==> src/rtl/seg7_symbol_capture.sv <==
// Receive side of the PUF 7-segment link: synchronizes and debounces the active-low
// segment bus, decodes 0/1 glyphs and assembles RESP_WIDTH-bit words for a valid/ready consumer.
module seg7_symbol_capture #(
   parameter  int STABLE_CYCLES = 16,
   parameter  int RESP_WIDTH    = 8,
   localparam int BW            = $clog2(RESP_WIDTH + 1)
) (
   input  logic                  clk,
   input  logic                  rst_n,
   input  logic [6:0]            seg,
   input  logic                  clear,
   output logic [RESP_WIDTH-1:0] resp_data,
   output logic                  resp_valid,
   input  logic                  resp_ready,
   output logic                  sym_err,
   output logic                  ovf,
   output logic [BW-1:0]         bit_count
);

   localparam int              CW   = $clog2(STABLE_CYCLES);
   localparam logic [CW-1:0]   CMAX = CW'(STABLE_CYCLES - 1);
   localparam logic [BW-1:0]   LAST = BW'(RESP_WIDTH - 1);
   localparam logic [6:0]      BLANK = 7'h7F;
   localparam logic [6:0]      ZERO  = 7'h40;
   localparam logic [6:0]      ONE   = 7'h7C;

   typedef enum logic {WAIT_BLANK, WAIT_SYM} state_t;

   state_t                state, state_nxt;
   logic [6:0]            seg_s1, seg_s2, seg_prev;
   logic [CW-1:0]         stab_cnt;
   logic                  stable, is_blank, is_zero, is_one;
   logic                  take, drop, err, hs_busy;
   logic [RESP_WIDTH-1:0] resp_shift, shift_nxt;

   // seg_prev is the previous synchronized sample; the counter tracks how long they have matched
   always_ff @(posedge clk or negedge rst_n) begin
      if (!rst_n) begin
         seg_s1   <= BLANK;
         seg_s2   <= BLANK;
         seg_prev <= BLANK;
         stab_cnt <= '0;
      end else begin
         seg_s1   <= seg;
         seg_s2   <= seg_s1;
         seg_prev <= seg_s2;
         if (seg_s2 != seg_prev)
            stab_cnt <= '0;
         else if (stab_cnt != CMAX)
            stab_cnt <= stab_cnt + CW'(1);
      end
   end

   assign stable   = (seg_s2 == seg_prev) && (stab_cnt == CMAX);
   assign is_blank = (seg_s2 == BLANK);
   assign is_zero  = (seg_s2 == ZERO);
   assign is_one   = (seg_s2 == ONE);
   // a word still held after this edge's handshake cannot accept another bit
   assign hs_busy  = resp_valid && !resp_ready;
   assign shift_nxt = (resp_shift << 1) | RESP_WIDTH'(is_one);

   always_ff @(posedge clk or negedge rst_n) begin
      if (!rst_n) state <= WAIT_BLANK;
      else        state <= state_nxt;
   end

   always_comb begin
      state_nxt = state;
      take      = 1'b0;
      drop      = 1'b0;
      err       = 1'b0;
      case (state)
         WAIT_BLANK: if (stable && is_blank) state_nxt = WAIT_SYM;
         WAIT_SYM: begin
            if (stable && !is_blank) begin
               state_nxt = WAIT_BLANK;
               if (is_zero || is_one) begin
                  if (hs_busy) drop = 1'b1;
                  else         take = 1'b1;
               end else begin
                  err = 1'b1;
               end
            end
         end
         default: state_nxt = WAIT_BLANK;
      endcase
      if (clear) state_nxt = WAIT_BLANK;
   end

   always_ff @(posedge clk or negedge rst_n) begin
      if (!rst_n) begin
         resp_shift <= '0;
         resp_data  <= '0;
         resp_valid <= 1'b0;
         sym_err    <= 1'b0;
         ovf        <= 1'b0;
         bit_count  <= '0;
      end else begin
         sym_err <= err && !clear;
         if (clear) begin
            resp_shift <= '0;
            resp_valid <= 1'b0;
            ovf        <= 1'b0;
            bit_count  <= '0;
         end else begin
            if (resp_valid && resp_ready) resp_valid <= 1'b0;
            if (drop) ovf <= 1'b1;
            if (take) begin
               resp_shift <= shift_nxt;
               if (bit_count == LAST) begin
                  resp_data  <= shift_nxt;
                  resp_valid <= 1'b1;
                  bit_count  <= '0;
               end else begin
                  bit_count <= bit_count + BW'(1);
               end
            end
         end
      end
   end

endmodule

==> config.mk <==
export PLATFORM = sky130hd
export DESIGN_NAME = seg7_symbol_capture
export DESIGN_NICKNAME = d
export VERILOG_FILES = /design/src/rtl/seg7_symbol_capture.sv
export SDC_FILE = /design/constraint.sdc
export NUM_CORES = 1
export LEC_CHECK = 0
export ABC_AREA = 1
export CAP_MARGIN = 20
export CORE_MARGIN = 5
export CORE_UTILIZATION = 53
export DETAILED_ROUTE_END_ITERATION = 7
export GPL_TIMING_DRIVEN = 0
export PLACE_DENSITY = 0.78
export SLEW_MARGIN = 20
export SYNTH_ARGS = -nofsm -noshare
export SYNTH_HDL_FRONTEND = slang
export SYNTH_SLANG_ARGS = --single-unit
==> constraint.sdc <==
create_clock -name clk -period 1.9 [get_ports clk]
set_clock_uncertainty 0.1 [all_clocks]
set_input_delay 0.19 -clock clk [delete_from_list [all_inputs] [get_ports clk]]
set_output_delay 0.19 -clock clk [all_outputs]
set_load 0.02 [all_outputs]
### Port wiring, run 1

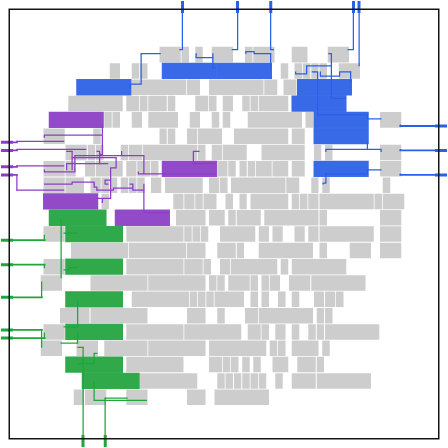
Key: green = seg [bits 7, direction input, edge 5 left, 2 bottom, end cells 7, buffers 7, wire 102 um]; purple = bit_count [bits 4, direction output, edge left, end cells 4, buffers 4, wire 163 um]; blue = resp_data [bits 8, direction output, edge 5 top, 3 right, end cells 8, buffers 8, wire 148 um]

### Clock distribution, run 1

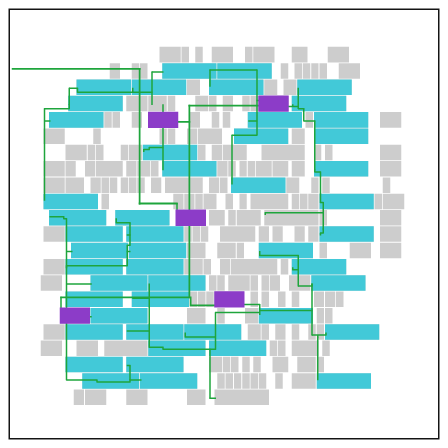
Key: cyan = flip-flops [count 48]; purple = clock-net drivers [count 5]; green = clock wires [length 470 um]
There are 6 routed clock nets.
clock-net power: 0.758 mW
worst-skew pair later-pin latency: 300 ps
Clk pwr share: 39.1%

### Metal layers overlaid, run 1

The bar under the picture is 20 um long.
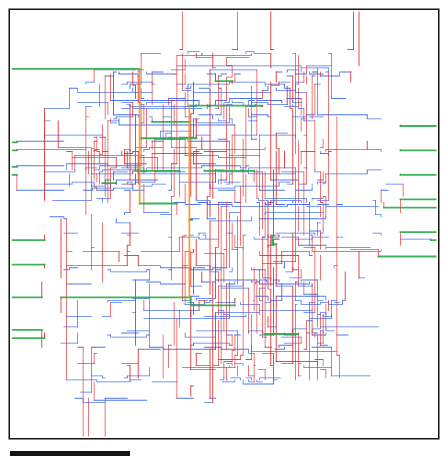
Key: red = M2 [wire length 1,710 um]; green = M3 [wire length 191 um]; blue = M1 [wire length 1,560 um]; orange = M4 [wire length 54.4 um]

### Placed standard cells, run 1

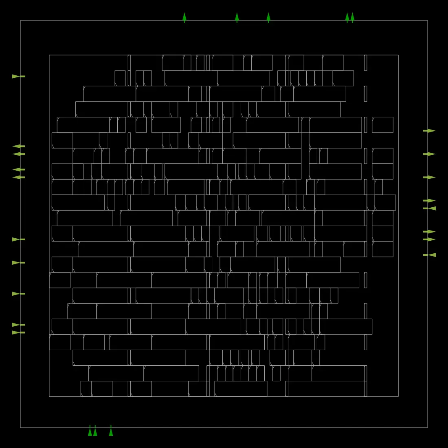
fin util: 69.1%
count of inserted tapcells: 48
count of placed standard cells in the final layout, fillers left out: 287
count of filler cells inserted in the layout: 281

==> impl_metrics.tcl, run 1 <==
# place-and-route summary
set metrics [dict create \
    groute.layer.met1.usage_pct 18.8 \
    crit_start "seg_s2[6]" \
    die_boundary_width_um 71.4 \
    die_area_sq_mm 0.00509 \
    buffer_ports.inserted 25 \
    summed_area_of_non_filler_cells_in_the_final_layout_sq_mm 0.00253 \
    ys_seq_share_pct 61.5 \
    grt_pass1_vias 1326 \
    post-route-period-util_pct 101 \
    mappedNetlistArea_sq_mm 0.00200 \
    timing.setup.critical_path_class "flip-flop to flip-flop" \
    holdBufCountCts 1 \
    layout_top_cells_excl_fill_tap "60 x sky130_fd_sc_hd__nand2_1, 27 x sky130_fd_sc_hd__dfrtp_1, 24 x sky130_fd_sc_hd__clkdlybuf4s50_1" \
    timing.critical_path.arrival_ps 2020 \
    grt.met3_usage_pct 4.49 \
    worstSetupPathDepth 10 \
    synthDominantAreaCellType "sky130_fd_sc_hd__dfrtp_1" \
    critical_path.max_fanout 5 \
    synth-xor-area-share_pct 2.63 \
    timing_max_transition_violations_final 0 \
    yosys-dominant-comb-family "simple AND/OR/NAND/NOR gates" \
    cellLeakagePower_nw 1.26 \
    finalWorstPathRequiredPeriod_ps 1920 \
    ys_cells 198 \
    grt_setup_unrepaired "yes" \
    power_density_over_cell_area_mw_per_mm2 765 \
    wl_met3_um 190 \
    grt_first_pass_wirelength_um 5840 \
    worst-r2r-setup-slack_ps -20 \
    total_power_mw 1.94 \
    regToRegEndpoint "resp_shift[0]" \
    clk_transition_reported_paths_ps 90 \
    failed_checks "negative setup slack" \
    min_to "seg_s1[1]" \
    place_ws_ps -34.1 \
    detailedRoute.firstPassIterationCount 4 \
    met2_wirelength_um 1710 \
    adder_share_pct 1.25 \
    die_height_um 71.4 \
    post_synth.cell_area_avg_sq_um 10.1 \
    netlist.area_leader.share_pct 33.9 \
    rr_startpoint "seg_s2[6]" \
    global_route.usage.met2_pct 22.8 \
    setup_viol 6 \
    list_of_most_frequent_post_synthesis_cells "60 x sky130_fd_sc_hd__nand2_1, 27 x sky130_fd_sc_hd__dfrtp_1, 21 x sky130_fd_sc_hd__dfstp_2" \
    most_used_routing_layer_in_global_routing "met2" \
    nets 251 \
    post_cts_resized 2 \
    dp_hpwl_um 2330 \
    fin_tns_setup_ps -110 \
    fraction_of_final_layout_cells_with_drive_strength_greater_than_1_pct 23.4 \
    layout_top_cell "sky130_fd_sc_hd__nand2_1" \
    routabilityCongestion 0.804 \
    total_overflow_reported_by_the_global_router 0 \
    clock_tree.root_cell "sky130_fd_sc_hd__clkbuf_8" \
    final_routed_wirelength_across_all_metal_layers_um 3520 \
    cts_post_setup_buffers_inserted 2 \
    initialDrtViolationCount 89 \
    largest_register_ffs 8 \
    cpMaxStageDelayCell "sky130_fd_sc_hd__dfstp_2" \
    antenna_violating_nets_post_route 0 \
    deepest_level_of_the_cts_h_tree 2 \
    post_synth_num_cell_types 24 \
    synth-simple-area-share_pct 27.2 \
    reg2reg_path_depth 10 \
    async_set_or_reset_flop_fraction_in_the_synthesized_netlist_pct 100 \
    edff_count_synth 0 \
    initial_antenna_violation_count 0 \
    muxShareOfSynthArea_pct 0 \
    placed_cell_area_sq_mm 0.00232 \
    min_from "seg[1]" \
    vias_per_cell 4.97 \
    clkSinkCount 48 \
    fp_nets 211 \
    critical_path_data_required_time_ps 2000 \
    hold-worst-slack_ps 191 \
    cp_buf_inv_count 2 \
    area_leaders "sky130_fd_sc_hd__dfrtp_1 34%, sky130_fd_sc_hd__dfstp_2 28%, sky130_fd_sc_hd__nand2_1 11%" \
    worst_hold_path.num_cells 1 \
    final.setup.worst_slack_ps -24.0 \
    fp-utilization_pct 54.5 \
    openroad.warnings 27 \
    max_freq_mhz 520 \
    vdd_ir_drop_max_uv 748 \
    timing_worst_slew_pin_value_ps 432 \
    netlist_instances 198 \
    setup.worst_path.start_class "flip-flop" \
    synthFlopType "sky130_fd_sc_hd__dfrtp_1" \
    place.detailed.instances 272 \
    status "finished with violations" \
    fp-row-count 22 \
    largest_register "resp_data" \
    routed.top_layer "met4" \
    endpoints_failing_hold 0 \
    area_delta_synth_final_pct 26.8 \
    crit_path_end_kind "flip-flop" \
    cts_tree "built" \
    avgRoutedWirePerCell_um 12.3 \
    critical_path.top_delay_family "simple AND/OR/NAND/NOR gates" \
    wl_met1_um 1560 \
    global_route.usage.total_pct 14.6 \
    cell_with_the_most_instances_after_synthesis "sky130_fd_sc_hd__nand2_1" \
    cts_inserted_buffers 5 \
    worst_setup_path_endpoint "resp_shift[0]" \
    synth_chip_area_sq_mm 0.00200 \
    ios 26 \
    grt_start_max_net_pins 31 \
    ctsLongestPathBuffers 2 \
    detailroute.via_count 1426 \
    core-area_sq_mm 0.00366 \
    slew_headroom_pct 71.2 \
    cap_viol_max_count 0 \
    path_cells "nand3_2, nor2_4, inv_2, o21ai_4, nand3_4, nor2_8, nor2_2, buf_2, nand2_1, nand2_1" \
    worst_path_largest_cell_delay_ps 590 \
    synth.cellmix.compoundShare_pct 2.32 \
    yosysWarningCount 0 \
]
[run 1: area by class of cell]
type	instances	area, sq um	area share [%]
Multi-Input combinational cell	128	696	27.5
Tap cell	48	60.1	2.37
Timing Repair Buffer	33	318	12.6
Sequential cell	48	1230	48.5
Inverter	17	63.8	2.52
Buffer	5	37.5	1.48
Clock buffer	7	119	4.70
Clock inverter	1	8.76	0.346
[run 1: kinds of logic (layout without fill, tap and decap cells)]
group | Yosys count | after routing
and+or+nand+nor | 114 | 114
DFF | 48 | 48
buffers and inverters | 22 | 63
AOI/OAI and AO/OA | 6 | 6
xor gates and xnor gates | 6 | 6
adders and majority gates | 2 | 2
[run 1: power breakdown]
group          total [mW]  internal (mW)  switching (mW)
logic              0.0988         0.0436          0.0552
registers            1.08           1.06          0.0167
clock network       0.758          0.423           0.334
==> run 1 -> run 2 <==
Settings changed: DONT_BUFFER_PORTS set to 1, PLACE_DENSITY 0.78 to 0.69, SETUP_SLACK_MARGIN set to 0.02.
### Placed standard cells, run 2

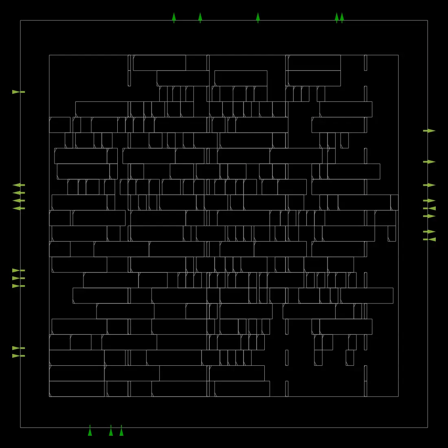
fin util: 65.5%
count of filler cells inserted in the layout: 275
area of the core region: 0.00366 sq mm
Cell Rows: 22
flop share of the area: 51.2%

==> run 2 against run 1 <==
Register-to-register slack better by 50 ps. Sequential share of layout area increased by 2.7 points. Sequential cell count stayed put. Largest power group unchanged. Critical endpoint is now bit_count[3]. The flow now finishes without violations. Clock-buffer cell count did not move. Worst hold slack got worse by 77 ps. Worst setup slack improved by 45 ps. Wire length is 12% higher. Core utilization is 3.6 points lower. First-iteration DRC count grew 2.2%.
==> impl_metrics.tcl, run 2 <==
# place-and-route summary
set metrics [dict create \
    nNonClkBuffers 21 \
    cp_buf_inv_count 3 \
    floorplan.tapcells 48 \
    synth-simple-area-share_pct 27.2 \
    place_ws_ps -53.4 \
    cellLeakagePower_nw 1.20 \
    netlist.area_leader.share_pct 33.9 \
    synth-xor-area-share_pct 2.63 \
    switching_power_as_a_share_of_total_power_pct 21.5 \
    cts_tree "built" \
    post-route-period-util_pct 98.9 \
    cap_viol_max_count 0 \
    power_report.internal_total_mw 1.53 \
    critical_path.top_delay_family "simple AND/OR/NAND/NOR gates" \
    cpMaxStageDelayCell "sky130_fd_sc_hd__dfstp_2" \
    finish.cell_count_without_fillers 270 \
    post_cts_resized 1 \
    worst_path_largest_cell_delay_ps 590 \
    avgRoutedWirePerCell_um 14.6 \
    holdBufCountCts 10 \
    layout_top_cells_excl_fill_tap "51 x sky130_fd_sc_hd__nand2_1, 27 x sky130_fd_sc_hd__dfrtp_1, 21 x sky130_fd_sc_hd__dfstp_2" \
    fp-utilization_pct 54.5 \
    placed_cell_area_sq_mm 0.00206 \
    crit_start "seg_s2[6]" \
    powerSeq_mw 1.08 \
    worst_setup_path_endpoint "bit_count[3]" \
    pwr-share-seq_pct 55.5 \
    worst-r2r-setup-slack_ps 20 \
    total_overflow_reported_by_the_global_router 0 \
    path_cells "nand3_2, nor2_4, inv_2, o21ai_4, buf_4, buf_4, nand3_1, nor2_2, nand3_1, nand2_1" \
    status "finished, final reports clean" \
    deepest_level_of_the_cts_h_tree 2 \
    critical_path_data_required_time_ps 2040 \
    dominant-cell-class "sequential cells" \
    cell_with_the_most_instances_after_synthesis "sky130_fd_sc_hd__nand2_1" \
    largest_register_ffs 8 \
    reg2reg_path_depth 10 \
    hold-worst-slack_ps 114 \
    clkSinkCount 48 \
    muxShareOfSynthArea_pct 0 \
    grt_pass1_vias 1509 \
    netlist_instances 198 \
    sequential_cell_total 48 \
    global_route.usage.total_pct 16.4 \
    netSwitchingPower_mw 0.417 \
    die_area_sq_mm 0.00509 \
    comb_area_share_pct 29.8 \
    crit_path_end_kind "flip-flop" \
    non_clock_inverter_count 17 \
    nets 234 \
    summed_area_of_non_filler_cells_in_the_final_layout_sq_mm 0.00240 \
    final-comb-area_sq_um 714 \
    layout_top_cell "sky130_fd_sc_hd__nand2_1" \
    detailroute.via_count 1445 \
    final-clk-cell-share_pct 5.32 \
    yosysWarningCount 0 \
    synthDominantAreaCellType "sky130_fd_sc_hd__dfrtp_1" \
    fraction_of_final_layout_cells_with_drive_strength_greater_than_1_pct 28.8 \
    die_boundary_width_um 71.4 \
    rr_startpoint "seg_s2[6]" \
    vdd_ir_drop_max_uv 614 \
    grt_setup_unrepaired "yes" \
    power_density_over_cell_area_mw_per_mm2 811 \
    seq_area_sq_mm 0.00123 \
    worstSetupPathDepth 10 \
    routabilityCongestion 0.748 \
    setup_viol 0 \
    synth_flop_count 48 \
    pwr-share-clk_pct 39.4 \
    openroad.warnings 27 \
    bufAreaShareNonClock_pct 8.51 \
    yosys-dominant-comb-family "simple AND/OR/NAND/NOR gates" \
    largest_register "resp_data" \
    async_set_or_reset_flop_fraction_in_the_synthesized_netlist_pct 100 \
    total_power_mw 1.95 \
    timing.setup.critical_path_class "flip-flop to flip-flop" \
    clock_tree.root_cell "sky130_fd_sc_hd__clkbuf_8" \
    place.detailed.instances 246 \
    timing_max_transition_violations_final 0 \
    detailedRoute.firstPassIterationCount 4 \
    timing.critical_path.arrival_ps 2010 \
    max_freq_mhz 532 \
    timing_worst_slew_pin_value_ps 337 \
    hold_path.class "input pin to flip-flop" \
    critical_path.max_fanout 5 \
    cts_inserted_buffers 5 \
    area_leaders "sky130_fd_sc_hd__dfrtp_1 34%, sky130_fd_sc_hd__dfstp_2 28%, sky130_fd_sc_hd__nand2_1 11%" \
    vias_per_cell 5.35 \
    gate_power_share_pct 5.1 \
    synth_chip_area_sq_mm 0.00200 \
    clock_net_power_mw 0.766 \
    post_synth.cell_area_avg_sq_um 10.1 \
    clkLatencyLatePin_ps 300 \
    initialDrtViolationCount 91 \
    fin_tns_setup_ps 0 \
    clk_transition_reported_paths_ps 90 \
    dominant_power_group "sequential cells" \
    finalWorstPathRequiredPeriod_ps 1880 \
    ys_cells 198 \
    final_routed_wirelength_across_all_metal_layers_um 3940 \
    synth.cellmix.compoundShare_pct 2.32 \
    synthFlopType "sky130_fd_sc_hd__dfrtp_1" \
    grt_start_max_net_pins 49 \
    ys_seq_share_pct 61.5 \
    endpoints_failing_hold 0 \
    grt_first_pass_wirelength_um 6580 \
    adder_share_pct 1.25 \
    list_of_most_frequent_post_synthesis_cells "60 x sky130_fd_sc_hd__nand2_1, 27 x sky130_fd_sc_hd__dfrtp_1, 21 x sky130_fd_sc_hd__dfstp_2" \
    edff_count_synth 0 \
    fp_nets 211 \
    post_synth_num_cell_types 24 \
    die_height_um 71.4 \
    mappedNetlistArea_sq_mm 0.00200 \
    final.setup.worst_slack_ps 21.1 \
    setup.worst_path.start_class "flip-flop" \
    regToRegEndpoint "bit_count[3]" \
    dp_hpwl_um 2470 \
    power.combinational.total_mw 0.0984 \
    initial_antenna_violation_count 0 \
    remaining_drc_errors 0 \
    nClkBuffers 7 \
    antenna_cells 0 \
    slew_headroom_pct 77.5 \
    cts_post_setup_buffers_inserted 2 \
    layout.comb_gates.multi_input 128 \
    antenna_violating_nets_post_route 0 \
    ctsLongestPathBuffers 2 \
    area_delta_synth_final_pct 20.1 \
]
### Port wiring, run 2

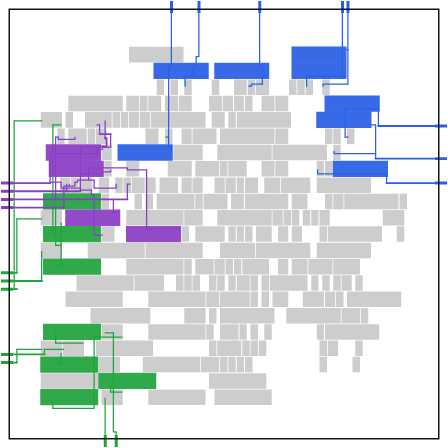
Key: blue = resp_data [bits 8, direction output, edge 5 top, 3 right, end cells 8, buffers 0, wire 163 um]; purple = bit_count [bits 4, direction output, edge left, end cells 4, buffers 0, wire 172 um]; green = seg [bits 7, direction input, edge 5 left, 2 bottom, end cells 7, buffers 7, wire 173 um]
IO Port Bufs: 0
ports placed on the boundary: 26

## run 2: cell counts after synthesis
No cell type changed its count.
## run 2: how the worst min path moves through the flow
stage / start / to / slack [ps] / cells after the start
floorplan: rst_n / bit_count[0] / -210 / 0
global placement: rst_n / bit_count[0] / -200 / 0
detailed placement: rst_n / bit_count[2] / -200 / 0
CTS: resp_ready / resp_valid / 110 / 3
global route: resp_ready / resp_valid / 140 / 3
finish: clear / resp_valid / 110 / 3
## run 2: routing by layer
| metal | vias up | GRT usage [%] | part of all wire, % |
|---|---|---|---|
| met3 | 6 | 5.05 | 6.3 |
| li1 | 674 | - | - |
| met1 | 711 | 19.7 | 42 |
| met2 | 54 | 27.6 | 51 |
| met4 | 0 | 6.26 | 1.3 |
| met5 | - | 0 | 0 |
Power and IR drop assume default switching activity.
